==> src/rtl/rock_pkg.sv <==
// rock_pkg: shared definitions for the cradle drive stage.
//   rock_state_t  drive state (IDLE, RUN, HALT)
//   *_DEF         default parameter values for rock_drive / rock_pwm
//   half_len()    length of one half swing in clk cycles for a frequency level
package rock_pkg;

    typedef enum logic [1:0] {
        ST_IDLE = 2'd0,
        ST_RUN  = 2'd1,
        ST_HALT = 2'd2
    } rock_state_t;

    localparam int A_W_DEF       = 4;
    localparam int F_W_DEF       = 3;
    localparam int FREQ_MAX_DEF  = 7;
    localparam int HALF_UNIT_DEF = 1000;
    localparam int AMP_INIT_DEF  = 12;

    // Higher frequency level means a shorter half swing; level FREQ_MAX is
    // one unit long and level 1 is FREQ_MAX units long.
    function automatic int unsigned half_len(input int unsigned half_unit,
                                             input int unsigned freq_max,
                                             input int unsigned freq_level);
        return half_unit * (freq_max + 1 - freq_level);
    endfunction

endpackage

==> src/rtl/rock_pwm.sv <==
// rock_pwm: magnitude PWM for the cradle motor.
//   clk    clock
//   reset  asynchronous, active-high
//   en     drive permitted (motor running)
//   level  amplitude level; duty = level / (2^A_W - 1)
//   pwm    registered PWM output
module rock_pwm
    import rock_pkg::*;
#(
    parameter int A_W = A_W_DEF
) (
    input  logic           clk,
    input  logic           reset,
    input  logic           en,
    input  logic [A_W-1:0] level,
    output logic           pwm
);

    // The counter wraps one short of all-ones so that the maximum level
    // compares true on every count and gives a constant high output.
    localparam logic [A_W-1:0] CNT_LAST = A_W'((2 ** A_W) - 2);

    logic [A_W-1:0] pwm_cnt;

    // Free-running PWM period counter, 0 .. AMP_MAX-1.
    always_ff @(posedge clk or posedge reset) begin
        if (reset) begin
            pwm_cnt <= '0;
        end else if (pwm_cnt == CNT_LAST) begin
            pwm_cnt <= '0;
        end else begin
            pwm_cnt <= pwm_cnt + 1'b1;
        end
    end

    // Registered comparator; gated off whenever the motor is not running.
    always_ff @(posedge clk or posedge reset) begin
        if (reset) begin
            pwm <= 1'b0;
        end else begin
            pwm <= en & (pwm_cnt < level);
        end
    end

endmodule

==> src/rtl/rock_drive.sv <==
// rock_drive: cradle motor drive stage behind the rocking path controller.
// Holds amplitude/frequency levels, applies controller decisions on the
// step strobe, produces a swing direction and a PWM magnitude, and latches
// a safe halt on controller error until an operator resume.
//   clk, reset          clock, asynchronous active-high reset
//   step                decision strobe qualifying amin/fplus/fmin/error
//   amin                decrease amplitude
//   fplus, fmin         increase / decrease frequency
//   error               controller fault (enters HALT)
//   enable              permits motion
//   resume              leaves HALT
//   motor_dir           swing direction, toggles every half swing
//   motor_pwm           drive magnitude PWM
//   amp_level           current amplitude level
//   freq_level          current frequency level
//   running, halted     state == RUN, state == HALT
module rock_drive
    import rock_pkg::*;
#(
    parameter int A_W       = A_W_DEF,
    parameter int F_W       = F_W_DEF,
    parameter int FREQ_MAX  = FREQ_MAX_DEF,
    parameter int HALF_UNIT = HALF_UNIT_DEF,
    parameter int AMP_INIT  = AMP_INIT_DEF
) (
    input  logic           clk,
    input  logic           reset,
    input  logic           step,
    input  logic           amin,
    input  logic           fplus,
    input  logic           fmin,
    input  logic           error,
    input  logic           enable,
    input  logic           resume,
    output logic           motor_dir,
    output logic           motor_pwm,
    output logic [A_W-1:0] amp_level,
    output logic [F_W-1:0] freq_level,
    output logic           running,
    output logic           halted
);

    localparam int             HC_W     = $clog2(HALF_UNIT * FREQ_MAX + 1);
    localparam logic [F_W-1:0] FREQ_TOP = F_W'(FREQ_MAX);
    localparam logic [F_W-1:0] FREQ_ONE = F_W'(1);
    localparam logic [A_W-1:0] AMP_RST  = A_W'(AMP_INIT);

    rock_state_t     state;
    logic [HC_W-1:0] half_cnt;
    logic [HC_W-1:0] half_reload;
    logic            halt_req;

    assign halt_req = step & error;

    // Reload value always uses the registered frequency level, so a level
    // change on the same edge only affects the following half swing.
    assign half_reload = HC_W'(half_len(HALF_UNIT, FREQ_MAX, 32'(freq_level)) - 32'd1);

    assign running = (state == ST_RUN);
    assign halted  = (state == ST_HALT);

    // Drive FSM with the half-swing counter and direction register. The
    // counter only advances on edges where the drive stays in RUN; any exit
    // freezes it, and re-entering RUN starts a fresh half swing.
    always_ff @(posedge clk or posedge reset) begin
        if (reset) begin
            state     <= ST_IDLE;
            half_cnt  <= '0;
            motor_dir <= 1'b0;
        end else if (halt_req) begin
            state <= ST_HALT;
        end else begin
            case (state)
                ST_IDLE: begin
                    if (enable && (amp_level != '0)) begin
                        state    <= ST_RUN;
                        half_cnt <= half_reload;
                    end
                end
                ST_RUN: begin
                    if (!enable || (amp_level == '0)) begin
                        state <= ST_IDLE;
                    end else if (half_cnt == '0) begin
                        motor_dir <= ~motor_dir;
                        half_cnt  <= half_reload;
                    end else begin
                        half_cnt <= half_cnt - 1'b1;
                    end
                end
                ST_HALT: begin
                    if (resume) begin
                        state <= ST_IDLE;
                    end
                end
                default: begin
                    state <= ST_IDLE;
                end
            endcase
        end
    end

    // Amplitude and frequency levels. Decisions are frozen while halted;
    // leaving HALT restores the safe starting levels.
    always_ff @(posedge clk or posedge reset) begin
        if (reset) begin
            amp_level  <= AMP_RST;
            freq_level <= FREQ_ONE;
        end else if (state == ST_HALT) begin
            if (resume && !halt_req) begin
                amp_level  <= AMP_RST;
                freq_level <= FREQ_ONE;
            end
        end else if (step && !error) begin
            if (amin && (amp_level != '0)) begin
                amp_level <= amp_level - 1'b1;
            end
            if (fplus && !fmin && (freq_level != FREQ_TOP)) begin
                freq_level <= freq_level + 1'b1;
            end else if (fmin && !fplus && (freq_level > FREQ_ONE)) begin
                freq_level <= freq_level - 1'b1;
            end
        end
    end

    rock_pwm #(
        .A_W (A_W)
    ) u_pwm (
        .clk   (clk),
        .reset (reset),
        .en    (running),
        .level (amp_level),
        .pwm   (motor_pwm)
    );

endmodule

==> config.mk <==
export PLATFORM = sky130hd
export DESIGN_NAME = rock_drive
export DESIGN_NICKNAME = d
export VERILOG_FILES = /design/src/rtl/rock_pkg.sv /design/src/rtl/rock_pwm.sv /design/src/rtl/rock_drive.sv
export SDC_FILE = /design/constraint.sdc
export NUM_CORES = 1
export LEC_CHECK = 0
export CAP_MARGIN = 15
export CORE_MARGIN = 3
export CORE_UTILIZATION = 58
export DETAILED_ROUTE_END_ITERATION = 8
export PLACE_DENSITY = 0.82
export SLEW_MARGIN = 20
export SYNTH_ARGS = -nofsm -noshare
export SYNTH_HDL_FRONTEND = slang
export SYNTH_HIERARCHICAL = 1
export SYNTH_SLANG_ARGS = --single-unit
==> constraint.sdc <==
create_clock -name clk -period 5.7 [get_ports clk]
set_clock_uncertainty 0.05 [all_clocks]
set_input_delay 0.855 -clock clk [delete_from_list [all_inputs] [get_ports clk]]
set_output_delay 0.855 -clock clk [all_outputs]
set_load 0.05 [all_outputs]
==> results.py <==
# Flow results
metrics = {
    "synth": {
        "synthArstFlopShare": 1.00,
        "yosys.stat.seqShare": 0.299,
        "ys_chip_area_mm2": 0.00236,
        "synthesis.area_mm2": 0.00236,
        "ys_cells": 262,
        "yosysTopAreaCell": "dfrtp_1",
        "synth_cells": 262,
        "synth-edff-count": 0,
        "syn_avg_cell_area_um2": 8.99,
        "fp_nets": 303,
        "ys_ff": 28,
        "synth_cell_types": 54,
        "top_cell_area_share": 0.266,
        "area_leaders": "dfrtp_1 (27%), ha_1 (14%), o21ai_0 (6.2%)",
        "synth_top_flop_cell": "dfrtp_1",
        "synth_warnings": 6,
    },
    "cells_and_area": {
        "logic_area_mm2": 0.00153,
        "layout.nonclk_buf_frac": 0.0718,
        "comb_share": 0.579,
        "inverters": 24,
        "clk_share": 0.0269,
        "lay_top_cells": "o21ai_0 (29), ha_1 (27), dfrtp_1 (25), inv_1 (24), nand2_1 (21)",
        "regArea_um2": 704,
        "layout.cells.most_common": "o21ai_0",
        "dominant_cells": "multi-input combinational cells",
        "buffers_excl_clock": 19,
        "drive_gt1_frac": 0.0609,
        "ff_count": 28,
        "fin_util": 0.698,
        "n_antenna_cell": 0,
        "synthToLayoutAreaGrowth_pct": 12.5,
        "seq_share": 0.266,
        "fin_area_mm2": 0.00265,
        "fillers": 308,
        "fin_cells": 327,
        "logic_gate_count": 204,
        "nets": 321,
        "clkbuf_count": 3,
    },
    "clocking": {
        "ctsLongestPathBuffers": 2,
        "post_cts_buffers": 0,
        "clock.latency.late_pin_ns": 0.28,
        "cts_root_buf": "clkbuf_8",
        "clk_pin_slew_ns": 0.11,
        "cts_made_buffers": 3,
        "ctsResizeCount": 0,
        "cts.sinks": 28,
        "cts_tree": "built",
        "hold_buffers": 0,
        "h-tree-depth": 1,
    },
    "global_routing": {
        "grt_use_total": 0.213,
        "grt_pass1_wl_um": 8630,
        "grt_pass1_vias": 1877,
        "grt_overflow": 0,
        "grt_max_degree": 24,
        "antenna_found_initial": 0,
    },
    "critical_path": {
        "rrSetupSlack_ns": 0.85,
        "r2r-end": "half_cnt[10]",
        "worstPathMaxFanout": 11,
        "required_ns": 5.83,
        "crit_family": "adder cells",
        "critPathBufInv": 2,
        "timing.rr.start": "freq_level[0]",
        "crit_arrival_ns": 4.98,
        "crit_type": "flip-flop to flip-flop",
        "crit_top_cell": "ha_1",
        "cp-endpoint": "half_cnt[10]",
        "critPathLaunch": "freq_level[0]",
        "max_stage_delay_ns": 0.66,
        "path_depth": 15,
        "critPathSlowestCell": "dfstp_2",
        "end_kind": "flip-flop",
        "reg2regPathDepth": 15,
        "critical_path.startpoint_type": "flip-flop",
        "path_cells": "inv_1, ha_1, xor2_1, xnor2_1, fa_1, inv_1, fa_1, ha_1, ha_1, a31oi_1, xnor2_1, nor2_1, a21oi_1, a21bo_1, a32o_1",
    },
    "floorplan": {
        "fp.dieH_um": 69.7,
        "row_count": 22,
        "core-area_mm2": 0.00380,
        "initial_core_util": 0.620,
        "dieArea_mm2": 0.00486,
        "taps": 48,
        "die_w_um": 69.7,
        "ios": 20,
    },
    "routing": {
        "antenna_left": 0,
        "drc": 0,
        "routedWlPerCell_um": 14.9,
        "dr.pass1.iters": 4,
        "vias_per_cell": 5.87,
        "drt_iter0_markers": 155,
    },
    "place": {
        "dpl_cell_area_mm2": 0.00258,
        "placedCellCount": 323,
        "io_buffers": 19,
        "place_ws_ns": 0.850,
        "gp_congestion": 0.849,
        "dp.final_hpwl_um": 3860,
    },
    "job": {
        "tool_warnings": 28,
        "drv_cap": 0,
    },
    "final_timing": {
        "period_minus_slack_ns": 4.85,
        "worst_slack_ns": 0.852,
        "fin_crit_sh": 0.851,
        "setup_viol": 0,
        "slew_violations": 0,
        "rsz0062_at_grt": "no",
        "hold_ws_ns": 0.447,
        "worst_pin_slew_ns": 0.908,
        "tns_ns": 0,
        "clock.fmax_ghz": 0.206,
        "slew_headroom": 0.394,
    },
    "hold_path": {
        "hold_depth": 1,
        "hold_path.class": "flip-flop to flip-flop",
        "hold_start": "motor_dir",
        "min_to": "motor_dir",
    },
    "outcome": {
        "run_status": "completed",
    },
}
==> cell families (layout without fill, tap and decap cells) <==
kind of cell,after synthesis,in the layout,synth area share
buffers and inverters,30,47,0.0499
DFF,28,28,0.299
adders and majority gates,32,32,0.186
AOI/OAI and AO/OA,75,75,0.209
muxes,4,4,0.0175
and+or+nand+nor,73,73,0.164
xor gates and xnor gates,20,20,0.0744
==> sequential cells by signal (all words and copies together) (netlist names) <==
signal,count
half_cnt,13
amp_level,4
motor_dir,1
freq_level,3
u_pwm/pwm_cnt,4
u_pwm/pwm,1
state,2
==> synth_stat cells, types with 3 or more instances <==
| library cell | n |
|---|---|
| nor2_1 | 18 |
| a31oi_1 | 4 |
| o21ai_0 | 29 |
| mux2i_1 | 3 |
| o21ai_1 | 3 |
| inv_1 | 24 |
| o22ai_1 | 4 |
| a21o_1 | 3 |
| fa_1 | 5 |
| xor2_1 | 6 |
| ha_1 | 27 |
| dfstp_2 | 3 |
| or3_1 | 3 |
| clkbuf_1 | 4 |
| nor3_1 | 4 |
| xnor2_1 | 14 |
| nand2_1 | 21 |
| a21oi_1 | 12 |
| nand2b_1 | 4 |
| nand3_1 | 4 |
| dfrtp_1 | 25 |
==> layer usage <==
layer / global-route usage / vias to the layer above / routed length [µm]
met5: 0 / - / 0
met4: 0.0511 / 0 / 55
met3: 0.0377 / 6 / 164
met2: 0.347 / 38 / 2330
met1: 0.296 / 915 / 2320
li1: - / 962 / -
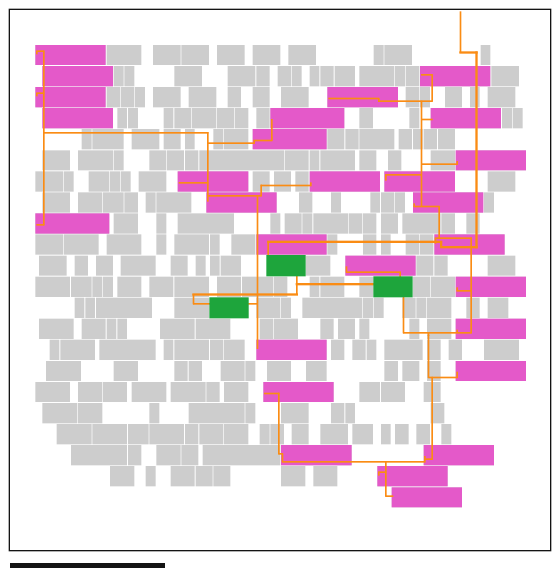
clock_map.png
The bar under the picture is 20 µm long.
Key: clock wires = orange [length 357 µm]; cells driving clock nets = green [count 3]; flip-flops = magenta [count 28]
Position of the flops: spread over the die. There are 4 routed clock nets.

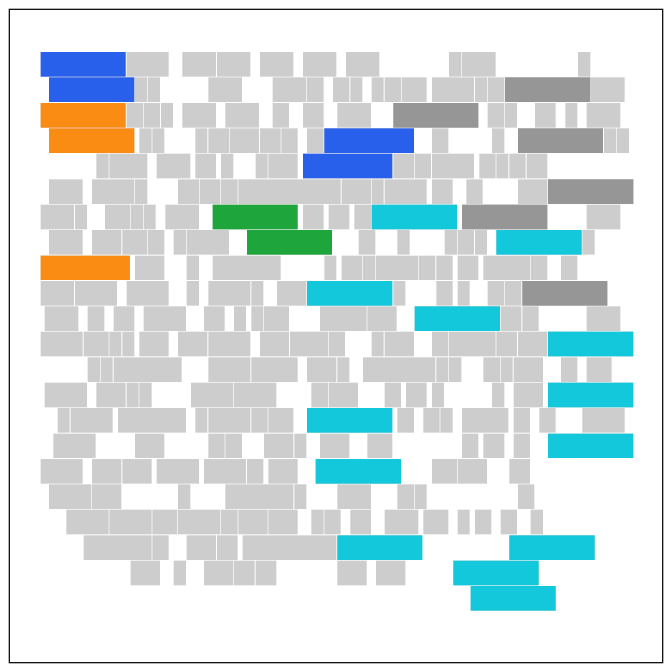
registers.png
Other sequential cells in the stronger grey, the rest of the logic in the fainter grey.
Key: freq_level = orange [sequential cells 3]; amp_level = blue [sequential cells 4]; state = green [sequential cells 2]; half_cnt = cyan [sequential cells 13]

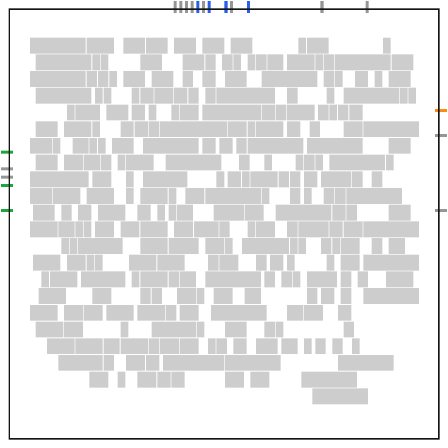
pins.png
Pins as bars across the die edge, other pins in grey.
Key: amp_level = blue [pins 4, direction output, edge top]; reset = orange [pins 1, direction input, edge right]; freq_level = green [pins 3, direction output, edge left]
All pins by edge: 12 top, 5 left, 3 right.

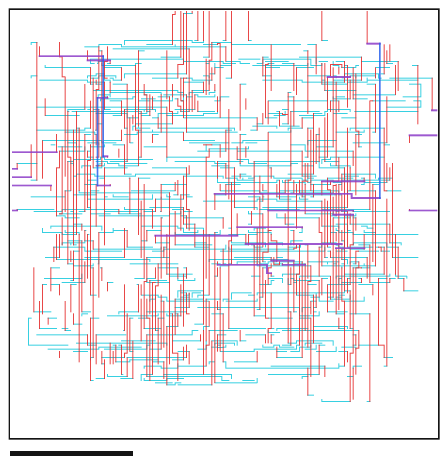
metal_stack.png
The bar under the picture is 20 µm long.
Key: met1 = cyan [wire length 2320 µm]; met4 = blue [wire length 55.8 µm]; met2 = red [wire length 2330 µm]; met3 = purple [wire length 164 µm]
drt total wl: 4870 µm
Via Count: 1921

